===== config.mk =====
export PLATFORM = sky130hd
export DESIGN_NAME = tlb_op_unit_flat
export DESIGN_NICKNAME = d
export VERILOG_FILES = /design/src/rtl/tlb_op_unit_if.sv /design/src/rtl/tlb_op_unit.sv /design/src/flat_wrapper.sv
export SDC_FILE = /design/constraint.sdc
export NUM_CORES = 1
export LEC_CHECK = 0
export CAP_MARGIN = 10
export CORE_AREA = 4 4 182 184
export CTS_CLUSTER_SIZE = 8
export DETAILED_ROUTE_END_ITERATION = 16
export DIE_AREA = 0 0 186 188
export SETUP_SLACK_MARGIN = 0.4
export SYNTH_ARGS = -nofsm -noshare
export SYNTH_HDL_FRONTEND = slang
export SYNTH_SLANG_ARGS = --single-unit

===== constraint.sdc =====
create_clock -name clk -period 3.3 [get_ports clk]
set_input_delay 0.66 -clock clk [delete_from_list [all_inputs] [get_ports clk]]
set_output_delay 0.66 -clock clk [all_outputs]
set_load 0.03 [all_outputs]

===== src/rtl/tlb_op_unit_if.sv =====
// TLB entry type and the commit-side request/completion bundle.
// master: commit stage (offers ops); slave: tlb_op_unit.
package tlb_pkg;
  typedef struct packed {
    logic [18:0] vppn;
    logic [5:0]  ps;
    logic        g;
    logic [9:0]  asid;
    logic        e;
    logic [19:0] ppn0;
    logic [1:0]  plv0;
    logic [1:0]  mat0;
    logic        d0;
    logic        v0;
    logic [19:0] ppn1;
    logic [1:0]  plv1;
    logic [1:0]  mat1;
    logic        d1;
    logic        v1;
  } tlb_entry_t;
endpackage

interface tlb_op_if;
  logic        req_valid;
  logic        req_ready;
  logic [2:0]  req_op;
  logic [4:0]  req_invop;
  logic [9:0]  req_asid;
  logic [31:0] req_va;
  logic        done;
  logic        err;

  modport master (
    output req_valid, req_op, req_invop,
    output req_asid, req_va,
    input  req_ready, done, err
  );

  modport slave (
    input  req_valid, req_op, req_invop,
    input  req_asid, req_va,
    output req_ready, done, err
  );
endinterface


===== src/rtl/tlb_op_unit.sv =====
// Sequencer for TLBSRCH/TLBRD/TLBWR/TLBFILL/INVTLB between commit and TLB/CSRs.
// Ports: req (tlb_op_if.slave), CSR inputs/update strobes, TLB search/read/write.
module tlb_op_unit
  import tlb_pkg::*;
#(
  parameter int TLBNUM   = 16,
  parameter int TLBIDLEN = 4
) (
  input  logic                clk,
  input  logic                reset,
  tlb_op_if.slave             req,
  input  tlb_entry_t          csr_tlb_rdata,
  input  logic [TLBIDLEN-1:0] csr_tlbidx,
  input  logic [9:0]          csr_asid,
  output logic                csr_tlbsrch_we,
  output logic                csr_tlbsrch_found,
  output logic [TLBIDLEN-1:0] csr_tlbsrch_index,
  output logic                csr_tlb_we,
  output tlb_entry_t          csr_tlb_wdata,
  output logic [18:0]         s_vppn,
  output logic [9:0]          s_asid,
  input  logic                s_found,
  input  logic [TLBIDLEN-1:0] s_index,
  output logic [TLBIDLEN-1:0] tlb_r_index,
  input  tlb_entry_t          tlb_r_entry,
  output logic                tlb_we,
  output logic [TLBIDLEN-1:0] tlb_w_index,
  output tlb_entry_t          tlb_w_entry
);

  localparam logic [1:0] S_IDLE = 2'd0;
  localparam logic [1:0] S_EXEC = 2'd1;
  localparam logic [1:0] S_INV  = 2'd2;

  localparam logic [2:0] OP_SRCH = 3'd0;
  localparam logic [2:0] OP_RD   = 3'd1;
  localparam logic [2:0] OP_WR   = 3'd2;
  localparam logic [2:0] OP_FILL = 3'd3;
  localparam logic [2:0] OP_INV  = 3'd4;

  localparam logic [TLBIDLEN-1:0] LAST =
    TLBIDLEN'(TLBNUM - 1);

  logic [1:0]          state;
  logic [2:0]          op_q;
  logic [4:0]          invop_q;
  logic [9:0]          asid_q;
  logic [18:0]         va_q;
  logic                bad_q;
  logic [TLBIDLEN-1:0] fill_ctr;
  logic [TLBIDLEN-1:0] fill_idx;
  logic [TLBIDLEN-1:0] scan_idx;

  logic accept;
  logic bad_req;
  logic va_hit;
  logic asid_eq;
  logic inv_hit;

  assign req.req_ready = (state == S_IDLE) && !reset;
  assign accept  = req.req_valid && req.req_ready;
  assign bad_req = (req.req_op > OP_INV) ||
    ((req.req_op == OP_INV) && (req.req_invop > 5'd6));

  always_ff @(posedge clk) begin
    if (reset) begin
      state    <= S_IDLE;
      op_q     <= '0;
      invop_q  <= '0;
      asid_q   <= '0;
      va_q     <= '0;
      bad_q    <= 1'b0;
      fill_ctr <= '0;
      fill_idx <= '0;
      scan_idx <= '0;
    end else begin
      fill_ctr <= fill_ctr + TLBIDLEN'(1);
      case (state)
        S_IDLE: begin
          if (accept) begin
            op_q     <= req.req_op;
            invop_q  <= req.req_invop;
            asid_q   <= req.req_asid;
            va_q     <= req.req_va[31:13];
            bad_q    <= bad_req;
            fill_idx <= fill_ctr;
            scan_idx <= '0;
            if (req.req_op == OP_INV && !bad_req)
              state <= S_INV;
            else
              state <= S_EXEC;
          end
        end
        S_EXEC: state <= S_IDLE;
        S_INV: begin
          scan_idx <= scan_idx + TLBIDLEN'(1);
          if (scan_idx == LAST)
            state <= S_IDLE;
        end
        default: state <= S_IDLE;
      endcase
    end
  end

  // Huge pages (ps=21) only compare the top 10 VPPN bits.
  always_comb begin
    va_hit = 1'b0;
    if (tlb_r_entry.ps == 6'd12)
      va_hit = tlb_r_entry.vppn == va_q;
    else if (tlb_r_entry.ps == 6'd21)
      va_hit = tlb_r_entry.vppn[18:9] == va_q[18:9];
  end

  assign asid_eq = tlb_r_entry.asid == asid_q;

  always_comb begin
    inv_hit = 1'b0;
    case (invop_q)
      5'd0, 5'd1: inv_hit = 1'b1;
      5'd2: inv_hit = tlb_r_entry.g;
      5'd3: inv_hit = !tlb_r_entry.g;
      5'd4: inv_hit = !tlb_r_entry.g && asid_eq;
      5'd5: inv_hit = !tlb_r_entry.g && asid_eq &&
                      va_hit;
      5'd6: inv_hit = (tlb_r_entry.g || asid_eq) &&
                      va_hit;
      default: inv_hit = 1'b0;
    endcase
  end

  always_comb begin
    req.done          = 1'b0;
    req.err           = 1'b0;
    csr_tlbsrch_we    = 1'b0;
    csr_tlb_we        = 1'b0;
    tlb_we            = 1'b0;
    s_vppn            = csr_tlb_rdata.vppn;
    s_asid            = csr_asid;
    csr_tlbsrch_found = s_found;
    csr_tlbsrch_index = s_index;
    csr_tlb_wdata     = tlb_r_entry;
    tlb_r_index       = csr_tlbidx;
    tlb_w_index       = csr_tlbidx;
    tlb_w_entry       = csr_tlb_rdata;
    if (state == S_INV) begin
      tlb_r_index   = scan_idx;
      tlb_w_index   = scan_idx;
      tlb_w_entry   = tlb_r_entry;
      tlb_w_entry.e = 1'b0;
    end
    if (state == S_EXEC && op_q == OP_FILL)
      tlb_w_index = fill_idx;
    // Strobes are gated by reset so an abort takes effect in its own cycle.
    if (!reset) begin
      unique case (1'b1)
        state == S_EXEC: begin
          req.done = 1'b1;
          req.err  = bad_q;
          if (!bad_q) begin
            unique case (1'b1)
              op_q == OP_SRCH: csr_tlbsrch_we = 1'b1;
              op_q == OP_RD:   csr_tlb_we     = 1'b1;
              op_q == OP_WR:   tlb_we         = 1'b1;
              op_q == OP_FILL: tlb_we         = 1'b1;
              default: ;
            endcase
          end
        end
        state == S_INV: begin
          tlb_we   = tlb_r_entry.e && inv_hit;
          req.done = scan_idx == LAST;
        end
        default: ;
      endcase
    end
  end

endmodule


===== src/flat_wrapper.sv =====
// flat-port wrapper written by rule: the top's interface ports become plain ports
module tlb_op_unit_flat import tlb_pkg::*;
#(
  parameter int TLBNUM   = 16,
  parameter int TLBIDLEN = 4
)
  (clk, reset, csr_tlb_rdata, csr_tlbidx, csr_asid, csr_tlbsrch_we, csr_tlbsrch_found, csr_tlbsrch_index, csr_tlb_we, csr_tlb_wdata, s_vppn, s_asid, s_found, s_index, tlb_r_index, tlb_r_entry, tlb_we, tlb_w_index, tlb_w_entry, req_req_valid, req_req_op, req_req_invop, req_req_asid, req_req_va, req_req_ready, req_done, req_err);
  tlb_op_if req_i ();
  input  logic clk;
  input  logic reset;
  input  tlb_entry_t csr_tlb_rdata;
  input  logic [TLBIDLEN-1:0] csr_tlbidx;
  input  logic [9:0] csr_asid;
  output logic csr_tlbsrch_we;
  output logic csr_tlbsrch_found;
  output logic [TLBIDLEN-1:0] csr_tlbsrch_index;
  output logic csr_tlb_we;
  output tlb_entry_t csr_tlb_wdata;
  output logic [18:0] s_vppn;
  output logic [9:0] s_asid;
  input  logic s_found;
  input  logic [TLBIDLEN-1:0] s_index;
  output logic [TLBIDLEN-1:0] tlb_r_index;
  input  tlb_entry_t tlb_r_entry;
  output logic tlb_we;
  output logic [TLBIDLEN-1:0] tlb_w_index;
  output tlb_entry_t tlb_w_entry;
  input wire logic [$bits(req_i.req_valid)-1:0] req_req_valid;
  input wire logic [$bits(req_i.req_op)-1:0] req_req_op;
  input wire logic [$bits(req_i.req_invop)-1:0] req_req_invop;
  input wire logic [$bits(req_i.req_asid)-1:0] req_req_asid;
  input wire logic [$bits(req_i.req_va)-1:0] req_req_va;
  output wire logic [$bits(req_i.req_ready)-1:0] req_req_ready;
  output wire logic [$bits(req_i.done)-1:0] req_done;
  output wire logic [$bits(req_i.err)-1:0] req_err;
  assign req_i.req_valid = req_req_valid;
  assign req_i.req_op = req_req_op;
  assign req_i.req_invop = req_req_invop;
  assign req_i.req_asid = req_req_asid;
  assign req_i.req_va = req_req_va;
  assign req_req_ready = req_i.req_ready;
  assign req_done = req_i.done;
  assign req_err = req_i.err;
  tlb_op_unit #(.TLBNUM(TLBNUM), .TLBIDLEN(TLBIDLEN)) u_core (.clk(clk), .reset(reset), .req(req_i), .csr_tlb_rdata(csr_tlb_rdata), .csr_tlbidx(csr_tlbidx), .csr_asid(csr_asid), .csr_tlbsrch_we(csr_tlbsrch_we), .csr_tlbsrch_found(csr_tlbsrch_found), .csr_tlbsrch_index(csr_tlbsrch_index), .csr_tlb_we(csr_tlb_we), .csr_tlb_wdata(csr_tlb_wdata), .s_vppn(s_vppn), .s_asid(s_asid), .s_found(s_found), .s_index(s_index), .tlb_r_index(tlb_r_index), .tlb_r_entry(tlb_r_entry), .tlb_we(tlb_we), .tlb_w_index(tlb_w_index), .tlb_w_entry(tlb_w_entry));
endmodule

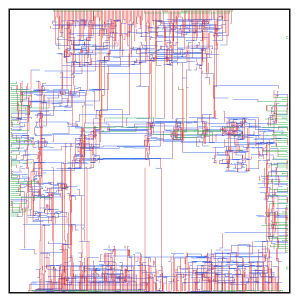
*Routed metal, one color a layer, run 1*
Scale: 1.5 px per µm.
[M3] green | wire length: 1,510 µm
[M1] blue | wire length: 8,940 µm
[M4] orange | wire length: 204 µm
[M2] red | wire length: 10,800 µm

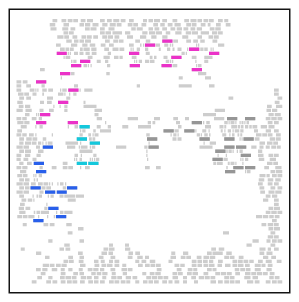
*Sequential cells grouped by signal name, run 1*
Scale: 1.5 px per µm. Other sequential cells in the stronger gray, the rest of the logic in the fainter gray.
[u_core.va_q] magenta | flops: 19
[u_core.asid_q] blue | flops: 10
[u_core.invop_q] cyan | flops: 5 | where: middle left

==> flow_summary.toml, run 1 <==
# generated from flow reports
[status]
outcome = "completed"

[yosys]
muxShareOfSynthArea_pct = 23.6
synth_nets = 790
adder_share_pct = 1.35
synthSimpleGateAreaFrac_pct = 20.5
netlist-cell-type-count = 43
ys_sh_aoi_pct = 3.14
synthCells = 535
synth-xor-area-share_pct = 6.07
yosys-stat-cells = 535
synth_seq_share_pct = 22.5
syn_area_um2 = 4620
edf_count = 0
synth-warning-count = 0
numSynthFlops = 52
synthArstFlopShare_pct = 0
logic_family = "multiplexers"
synthFlopType = "dfxtp_1"
ys_area_um2 = 4620
avgSynthCellArea_um2 = 8.63

[detailed_routing]
drt-wirelength-per-cell_um = 17.2
wl_met2_um = 10800
detail-route-antenna-nets = 0
met1_length_um = 8940
post_drt_via_cell_ratio = 3.79
route.met3.wl_um = 1510
firstDrtPassIters = 4
initialDrtViolationCount = 210
drt_wl_total_um = 21500
top_layer_used = "met4"
vias = 4723
drc = 0

[worst_setup_path]
crit_path_start_kind = "input pin"
crit_type = "input pin to output port"
cp-end-kind = "output port"
cp.required_ns = 2.64
critPathMaxFanout = 3
cp.arrival_ns = 2.25

[place]
dp.cells = 1234
place.port_buffers = 432
placed_area_um2 = 8570
gp_congestion = 0.815
dp_hpwl_um = 18100

[clock_tree]
ctsHoldBuffers = 0
clk_path_buf_depth = 2
clock_latency_ns = 0.31
clk_pin_slew_ns = 0.07
cts_tree = "done"
cts_buffers = 5
cts_sinks = 52
cts_root_buf = "clkbuf_16"
cts.htree.levels = 2

[die]
fp.dieH_um = 188
num_io_pins = 476
dieArea_um2 = 35000
fp-utilization_pct = 14.7
dieWidth_um = 186
coreArea_um2 = 31400
rows = 65

[power]
p_clk_uw = 575
power_frac_clock_pct = 24.3
p_int_uw = 1530
power_frac_seq_pct = 29.9
p_switching_uw = 835
p_comb_share_pct = 45.8
pg_comb_uw = 1080
netSwitchingFraction_pct = 35.3
sequentialPower_uw = 705
finalPower_uw = 2360
vdd_drop_max_v = 0.000205
p_leak_uw = 0.00397
top_power_group = "combinational cells"
power_density_nw_per_um2 = 263

[global_routing]
antenna_found_initial = 0
grt_pass1_wl_um = 30700
grt_overflow = 0
top_usage_layer = "met2"
grt_pass1_vias = 4963
grt_start_max_net_pins = 41

[cells_and_area]
stdcell_area_um2 = 8990
diodes = 0
synthToLayoutAreaGrowth_pct = 94.7
nNetsFinal = 1097
final_cell_count_no_fill = 1245
drive_above_1_share_pct = 17.0
final_util_pct = 28.6

[final_timing]
relSlewSlack_pct = 60.3
period_needed_ns = 2.91
final-max-slew-violation-count = 0
worst_pin_slew_ns = 0.592
period_used_pct = 88.3
rsz0062_at_grt = "true"
fmax_mhz = 343
fin_hold_ws_ns = 0.461
finalHoldViolations = 0
worst_clock_skew_ns = 0.00730
setup_viol = 0

[run]
drv_cap = 0
warnings = 43

[min_path]
min_path_type = "flop to flop"
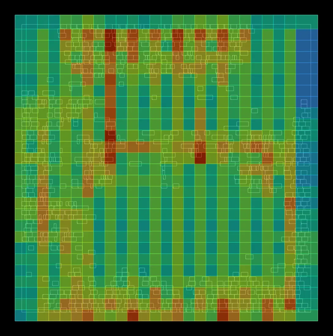
*Congestion heat map, run 1*
GRT Overall Usage: 11.5%
met3 Resource Use GR: 3.08%
met2 Use GR: 19.8%
met1 Use GR: 14.4%

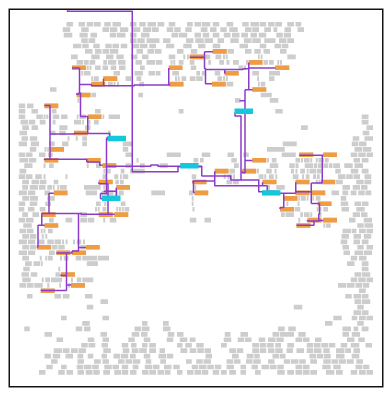
*Clock network drawn from the DEF, run 1*
Scale: 2 px per µm.
[clock wires] purple | length: 981 µm
[flip-flops] orange | count: 52
[clock-net drivers] cyan | count: 5
routed clock nets: 6

run 1: path summary, 6_finish.rpt:
kind	start	to	slack, ns	depth (start not counted)
worst max register to register	u_core.state[0]$_SDFFE_PP0P_	u_core.invop_q[2]$_SDFFE_PP0P_	1.41	7
worst min-delay path	u_core.fill_ctr[3]$_SDFF_PP0_	u_core.fill_idx[3]$_SDFFE_PP0P_	0.46	2
worst max-delay path	tlb_r_entry[57]	tlb_we	0.39	7
worst min register to register	u_core.fill_ctr[3]$_SDFF_PP0_	u_core.fill_idx[3]$_SDFFE_PP0P_	0.46	2
run 1: flip-flops by register name, summed over array words and instances (netlist names):
register / flops
u_core.va_q: 19
u_core.scan_idx: 4
u_core.state: 2
u_core.bad_q: 1
u_core.fill_idx: 4
u_core.op_q: 3
u_core.asid_q: 10
u_core.fill_ctr: 4
u_core.invop_q: 5
run 1: cell usage in the layout (no fill, tap or decap), drive strengths merged, types with 2 or more instances in the layout:
| cell type | instances |
|---|---|
| nor2b | 3 |
| inv | 5 |
| nand4 | 4 |
| clkdlybuf4s50 | 323 |
| clkbuf | 6 |
| dlygate4sd2 | 44 |
| ha | 5 |
| nor2 | 12 |
| nor4 | 3 |
| buf | 19 |
| a22oi | 3 |
| nand2b | 4 |
| xor2 | 5 |
| dlymetal6s2s | 63 |
| a21oi | 2 |
| nor3b | 3 |
| nor4b | 2 |
| or4 | 2 |
| xnor2 | 27 |
| a32oi | 2 |
| nor3 | 2 |
| nand3 | 6 |
| mux2 | 96 |
| nand3b | 43 |
| nand2 | 89 |
| a31oi | 2 |
| dfxtp | 52 |
| o21ai | 3 |
run 1: what timing repair did:
item / in CTS / in global routing
setup buffers: 2 / 1
gates resized: 58 / 70
pin swaps: 6 / 5
setup endpoints to repair: 85 / 58
run 1: stage by stage:
stage | setup slack, ns | setup TNS [ns]
final | 0.386 | 0
after global routing | 0.295 | 0
after CTS | 0.322 | 0
after detailed placement | -0.00612 | -0.00612
after global placement | 0.0209 | 0
after floorplan | 0.742 | 0
run 1: Yosys cell counts, drive strengths merged, types with 3 or more instances:
| library cell | instances | area [µm²] |
|---|---|---|
| nand3 | 6 | 30.0 |
| nor4 | 3 | 25.0 |
| nand3b | 43 | 323 |
| nand2b | 4 | 25.0 |
| clkbuf | 13 | 48.8 |
| o21ai | 3 | 15.0 |
| nor2 | 12 | 45.0 |
| buf | 136 | 988 |
| inv | 4 | 15.0 |
| xnor2 | 27 | 236 |
| a22oi | 3 | 22.5 |
| mux2 | 96 | 1080 |
| ha | 5 | 62.6 |
| nor3b | 3 | 22.5 |
| nand4 | 4 | 40.0 |
| nor2b | 3 | 18.8 |
| dfxtp | 52 | 1040 |
| nand2 | 89 | 334 |
| xor2 | 5 | 43.8 |
run 1: critical path, cell delays in order:
cell and delay [ns]:
dlygate4sd2_1 0.26, xor2_1 0.14, or4_4 0.58, nor4b_4 0.27
o21ai_2 0.09, o211ai_2 0.10, buf_12 0.15
run 1: cell type report:
type                       instances  area, µm²
fill                            3308      22400
timing repair buffer             449       4610
multi-input combinational        330       2670
sequential                        52       1040
tap                              402        503
clock buffer                       6        139
inverter                           4       15.0
clock inverter                     2       13.8
==> run 1 -> run 2 <==
==> constraint.sdc (replaced) <==
create_clock -name clk -period 3.3 [get_ports clk]
set_input_delay 0.495 -clock clk [delete_from_list [all_inputs] [get_ports clk]]
set_output_delay 0.495 -clock clk [all_outputs]
set_load 0.03 [all_outputs]
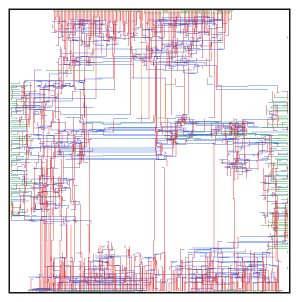
*Routed metal, one color a layer, run 2*
Scale: 1.5 px per µm.
[M4] orange | wire length: 168 µm
[M3] green | wire length: 1,510 µm
[M1] blue | wire length: 8,970 µm
[M2] red | wire length: 10,700 µm

==> run 2 against run 1 <==
First-iteration DRC count fell by 28%; synthesized area did not move; sequential share of layout area rose by 0.34 points; cell count fell by 0.32%; setup slack improved by 0.10 ns; clock power rose by 6.4%; register-to-register slack got worse by 0.23 ns; cell area fell by 2.9%; routed wire length fell by 0.62%; fmax rose by 3.6%; global-route usage fell by 0.17 points; clock skew fell by 0.00085 ns.
==> flow_summary.toml, run 2 <==
# generated from flow reports
[cells_and_area]
layout_top_cell = "clkdlybuf4s50_1"
synthToLayoutAreaGrowth_pct = 89.1
reg.largest.list = "u_core.va_q: 19 flops, u_core.asid_q: 10 flops, u_core.invop_q: 5 flops"
largest_reg_flops = 19
final_cell_mix = "clkdlybuf4s50_1, mux2_2, nand2_1"
drive_above_1_share_pct = 14.7
stdcell_area_um2 = 8730
nNetsFinal = 1093
top_register = "u_core.va_q"
diodes = 0

[yosys]
synth_top_cell_by_area = "dfxtp_1"
synthCells = 535
numSynthFlops = 52
top_cells_by_count = "buf_4, mux2_2, nand2_1"
avgSynthCellArea_um2 = 8.63
synth_nets = 790
yosys-stat-cells = 535
synth_seq_share_pct = 22.5
synth-warning-count = 0
most_common_cell = "buf_4"
synthArstFlopShare_pct = 0
synth_top_area_share_pct = 22.5
edf_count = 0
netlist-cell-type-count = 43
ys_area_um2 = 4620
synthFlopType = "dfxtp_1"
syn_area_um2 = 4620
area_leaders = "dfxtp_1, mux2_2, buf_4"

[run]
warnings = 41
drv_cap = 0

[power]
netSwitchingFraction_pct = 33.6
vdd_drop_max_v = 0.000166
power_density_nw_per_um2 = 275
p_comb_share_pct = 45.3
p_leak_uw = 0.00326
p_int_uw = 1590
finalPower_uw = 2400
p_switching_uw = 807
power_frac_clock_pct = 25.5
power_frac_seq_pct = 29.2

[die]
num_io_pins = 476
rows = 65
dieWidth_um = 186
fp.dieH_um = 188
dieArea_um2 = 35000
coreArea_um2 = 31400
fp-utilization_pct = 14.7

[final_timing]
worst_pin_slew_ns = 0.711
final-max-slew-violation-count = 0
rsz0062_at_grt = "false"
tns_ns = 0
finalHoldViolations = 0
setup_viol = 0
worst_clock_skew_ns = 0.00646
relSlewSlack_pct = 52.4
period_used_pct = 85.2
period_needed_ns = 2.81
fin_hold_ws_ns = 0.460
fmax_mhz = 356

[detailed_routing]
drt_wl_total_um = 21300
vias = 4660
firstDrtPassIters = 4
drt-wirelength-per-cell_um = 17.2
post_drt_via_cell_ratio = 3.76
drc = 0
initialDrtViolationCount = 151
detail-route-antenna-nets = 0

[clock_tree]
cts_tree = "done"
ctsHoldBuffers = 0
clock_latency_ns = 0.30
cts_sinks = 52
clk_path_buf_depth = 2
cts_buffers = 5
clk_pin_slew_ns = 0.07
cts_root_buf = "clkbuf_16"
cts.htree.levels = 2

[global_routing]
antenna_found_initial = 0
grt_use_total_pct = 11.3
grt_pass1_wl_um = 30000
grt_overflow = 0
grt_start_max_net_pins = 33
grt_pass1_vias = 4801

[worst_setup_path]
cp-end-kind = "output port"
cp.arrival_ns = 2.32
crit_path_start_kind = "input pin"
critPathMaxFanout = 3
cp.required_ns = 2.80
crit_type = "input pin to output port"

[status]
outcome = "completed"

[place]
place.port_buffers = 432
gp_congestion = 0.815
placed_area_um2 = 8540
dp_hpwl_um = 18100

[min_path]
min_path_type = "flop to flop"
## run 2: cell counts after synthesis
No cell type changed its count.
## run 2: area by class of cell
type	count	area, µm²
Fill cell	3353	22700
Timing Repair Buffer	445	4460
Multi-Input combinational cell	330	2550
Sequential cell	52	1040
Tap cell	402	503
Clock buffer	6	129
Clock inverter	2	35.0
Inverter	4	15.0
## run 2: worst max-delay path, stage by stage
cell	delay, ns
clkdlybuf4s50_1	0.46
xor2_1	0.16
or4_4	0.53
nor4b_2	0.25
o21ai_1	0.14
o211ai_2	0.12
buf_12	0.16
## run 2: what timing repair did
action                                  CTS  global route
endpoints found under the hold margin     0             0
endpoints found under the setup margin   69            14
setup buffers                             1             1
gates resized                             3             4
gates cloned                              0             0
## run 2: kinds of logic after synthesis
| group | share of synthesized area [%] |
|---|---|
| simple gates | 20.5 |
| buf+inv | 22.8 |
| flops | 22.5 |
| mux | 23.6 |
| xor+xnor | 6.07 |
| compound gates | 3.14 |
| fa+ha+maj | 1.35 |
## run 2: power groups by stage
stage	clock [µW]	sequential, µW	combinational (µW)
floorplan	0	709	617
global placement	0	715	1090
CTS	640	702	1100
detailed placement	0	717	1090
global route	655	706	1150
finish	612	702	1090
## run 2: path summary, 6_finish.rpt
| kind | startpoint | to | slack, ns | depth (start not counted) |
|---|---|---|---|---|
| hold reg to reg | u_core.fill_ctr[3]$_SDFF_PP0_ | u_core.fill_idx[3]$_SDFFE_PP0P_ | 0.46 | 2 |
| setup / recovery | tlb_r_entry[55] | tlb_we | 0.49 | 7 |
| hold / removal | u_core.fill_ctr[3]$_SDFF_PP0_ | u_core.fill_idx[3]$_SDFFE_PP0P_ | 0.46 | 2 |
| setup reg to reg | u_core.state[0]$_SDFFE_PP0P_ | u_core.state[0]$_SDFFE_PP0P_ | 1.18 | 7 |
## run 2: layer usage
metal | global-route usage [%] | wire (µm) | vias up
met5 | 0 | 0 | -
met4 | 1.88 | 167 | 0
met3 | 3.01 | 1510 | 9
met2 | 19.4 | 10700 | 194
met1 | 14.3 | 8970 | 2146
li1 | - | - | 2311
## run 2: metrics by stage
stage	std cells	utilization (%)	setup WS [ns]
6_report	1241	27.8	0.488
2_1_floorplan	535	-	1.07
3_5_place_dp	1231	27.2	0.430
5_1_grt	1241	27.8	0.400
4_1_cts	1240	27.8	0.403
3_3_place_gp	1231	27.2	0.483
==> run 2 -> run 3 <==
Clock period 3.3 ns to 2.9 ns, I/O delays scaled along.
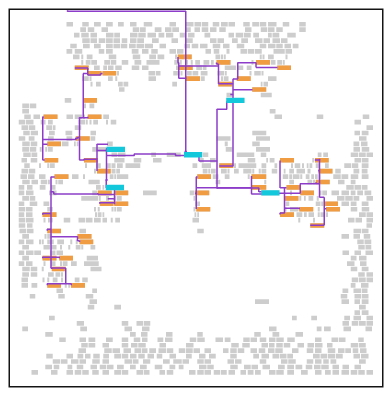
*Clock network drawn from the DEF, run 3*
Scale: 2 px per µm.
[clock-net drivers] cyan | count: 5
[flip-flops] orange | count: 52
[clock wires] purple | length: 927 µm
routed clock nets: 6
Clock power frac: 23.7%
clk_skew: 0.00403 ns
P_clk: 628 µW
worst skew pair latency: 0.30 ns

==> run 3 against run 2 <==
Non-clock buffer count grew 11; highest routed layer unchanged; sequential share of layout area down 0.17 points; critical path depth shrank 1; largest power group unchanged; count of clock-buffer cells in the layout decreased by 1; first-iteration DRC count grew 28%; power is 10% higher; synthesized cell count unchanged; clock power up 3%; routed wire length rose by 0.56%; register-to-register slack got worse by 0.21 ns; cell count up 0.97%.
==> flow_summary.toml, run 3 <==
# generated from flow reports
[yosys]
adder_share_pct = 1.35
most_common_cell = "buf_4"
yosys-stat-cells = 535
logic_family = "multiplexers"
ys_area_um2 = 4620
ys_sh_aoi_pct = 3.14
synthArstFlopShare_pct = 0
netlist-cell-type-count = 43
muxShareOfSynthArea_pct = 23.6
synth_nets = 790
numSynthFlops = 52
top_cells_by_count = "buf_4, mux2_2, nand2_1"
synthFlopType = "dfxtp_1"
synth_top_cell_by_area = "dfxtp_1"
synth-xor-area-share_pct = 6.07
area_leaders = "dfxtp_1, mux2_2, buf_4"
synthSimpleGateAreaFrac_pct = 20.5
synth-warning-count = 0
synth_seq_share_pct = 22.5
syn_area_um2 = 4620
avgSynthCellArea_um2 = 8.63
synth_top_area_share_pct = 22.5
edf_count = 0
synthCells = 535

[worst_setup_path]
cp-end-kind = "output port"
cp.arrival_ns = 2.05
cp.required_ns = 2.47
crit_path_start_kind = "input pin"
critPathMaxFanout = 2
crit_type = "input pin to output port"

[clock_tree]
cts_tree = "done"
clk_pin_slew_ns = 0.07
clk_path_buf_depth = 2
cts_sinks = 52
cts.htree.levels = 2
ctsHoldBuffers = 0
cts_buffers = 5
cts_root_buf = "clkbuf_16"

[cells_and_area]
largest_reg_flops = 19
top_register = "u_core.va_q"
reg.largest.list = "u_core.va_q: 19 flops, u_core.asid_q: 10 flops, u_core.invop_q: 5 flops"
layout_top_cell = "clkdlybuf4s50_1"
final_cell_mix = "clkdlybuf4s50_1, mux2_2, dlygate4sd2_1"
nNetsFinal = 1104
fillers = 3368
drive_above_1_share_pct = 18.6
synthToLayoutAreaGrowth_pct = 92.3

[die]
coreArea_um2 = 31400
dieArea_um2 = 35000
fp-utilization_pct = 14.7
fp.dieH_um = 188
rows = 65
num_io_pins = 476
dieWidth_um = 186

[detailed_routing]
initialDrtViolationCount = 193
vias = 4693
detail-route-antenna-nets = 0
drt-wirelength-per-cell_um = 17.1
firstDrtPassIters = 5
met1_length_um = 8890
wl_met2_um = 10900
drc = 0
route.met3.wl_um = 1470
top_layer_used = "met4"
post_drt_via_cell_ratio = 3.75
drt_wl_total_um = 21500

[power]
power_density_nw_per_um2 = 298
p_leak_uw = 0.00357
vdd_drop_max_v = 0.000190

[final_timing]
rsz0062_at_grt = "true"
period_needed_ns = 2.48
period_used_pct = 85.6
finalHoldViolations = 0
fin_hold_ws_ns = 0.461
fmax_mhz = 403
worst_pin_slew_ns = 0.592
relSlewSlack_pct = 60.3
tns_ns = 0
final-max-slew-violation-count = 0
setup_viol = 0

[global_routing]
grt_pass1_vias = 4943
grt_overflow = 0
grt_start_max_net_pins = 37
grt_pass1_wl_um = 30800
antenna_found_initial = 1
grt_use_total_pct = 11.5

[status]
outcome = "completed"

[place]
dp_hpwl_um = 18000
gp_congestion = 0.803
place.port_buffers = 432

[run]
drv_cap = 0
warnings = 43

[min_path]
min_path_type = "flop to flop"
-- run 3: worst max-delay path, cell delays in order --
cell             delay [ns]
clkdlybuf4s50_1        0.43
or4_4                  0.57
nor4b_4                0.27
o21ai_2                0.09
o211ai_2               0.10
buf_12                 0.15
-- run 3: where the power goes --
part	switching, µW	internal, µW
Combinational	601	614
Sequential	40.0	762
Clock	304	324
-- run 3: layout make-up --
class	count	area (µm²)	share of cell area (%)
diodes	1	2.50	0.0282
well taps	402	503	5.66
repair buffers	456	4500	50.6
multi-input cells	330	2670	30.1
inverters	4	15.0	0.169
flip-flops and latches	52	1040	11.7
clock buffers	5	125	1.41
clock inverters	3	22.5	0.254
-- run 3: metal layers --
layer / vias up / GRT usage [%]
li1: 2320 / -
met1: 2172 / 14.1
met2: 189 / 20.2
met3: 12 / 3.18
met4: 0 / 1.99
met5: - / 0
-- run 3: cell families after synthesis --
group                      count (synthesis)
adders and majority gates                  5
xor gates and xnor gates                  32
and+or+nand+nor                          177
AOI/OAI and AO/OA                         19
DFF                                       52
buffers and inverters                    153
muxes                                     97
-- run 3: repair_timing --
item / in CTS / in global routing
pin swaps: 9 / 8
hold endpoints to repair: 0 / 0
gates resized: 109 / 21
buffers inserted: 8 / 3
endpoints found under the setup margin: 96 / 7
-- run 3: worst paths after layout --
check / slack, ns / cells past startpoint / from / end
worst max-delay path: 0.42 / 6 / tlb_r_entry[63] / tlb_we
worst min-delay path: 0.46 / 2 / u_core.fill_ctr[3]$_SDFF_PP0_ / u_core.fill_idx[3]$_SDFFE_PP0P_
worst max register to register: 0.97 / 8 / u_core.state[0]$_SDFFE_PP0P_ / u_core.state[1]$_SDFFE_PP0P_
worst min register to register: 0.46 / 2 / u_core.fill_ctr[3]$_SDFF_PP0_ / u_core.fill_idx[3]$_SDFFE_PP0P_
-- run 3: through the flow --
stage	worst slack (ns)	instance area (µm²)	instances	total power, µW	utilization [%]
after floorplan	0.737	4620	535	1510	-
after global placement	0.174	8560	1233	2060	27.3
after detailed placement	0.158	8560	1233	2060	27.3
after CTS	0.250	8770	1249	2680	27.9
after global routing	0.326	8880	1253	2770	28.3
final	0.417	8880	1253	2650	28.3
Power and IR drop assume default switching activity.
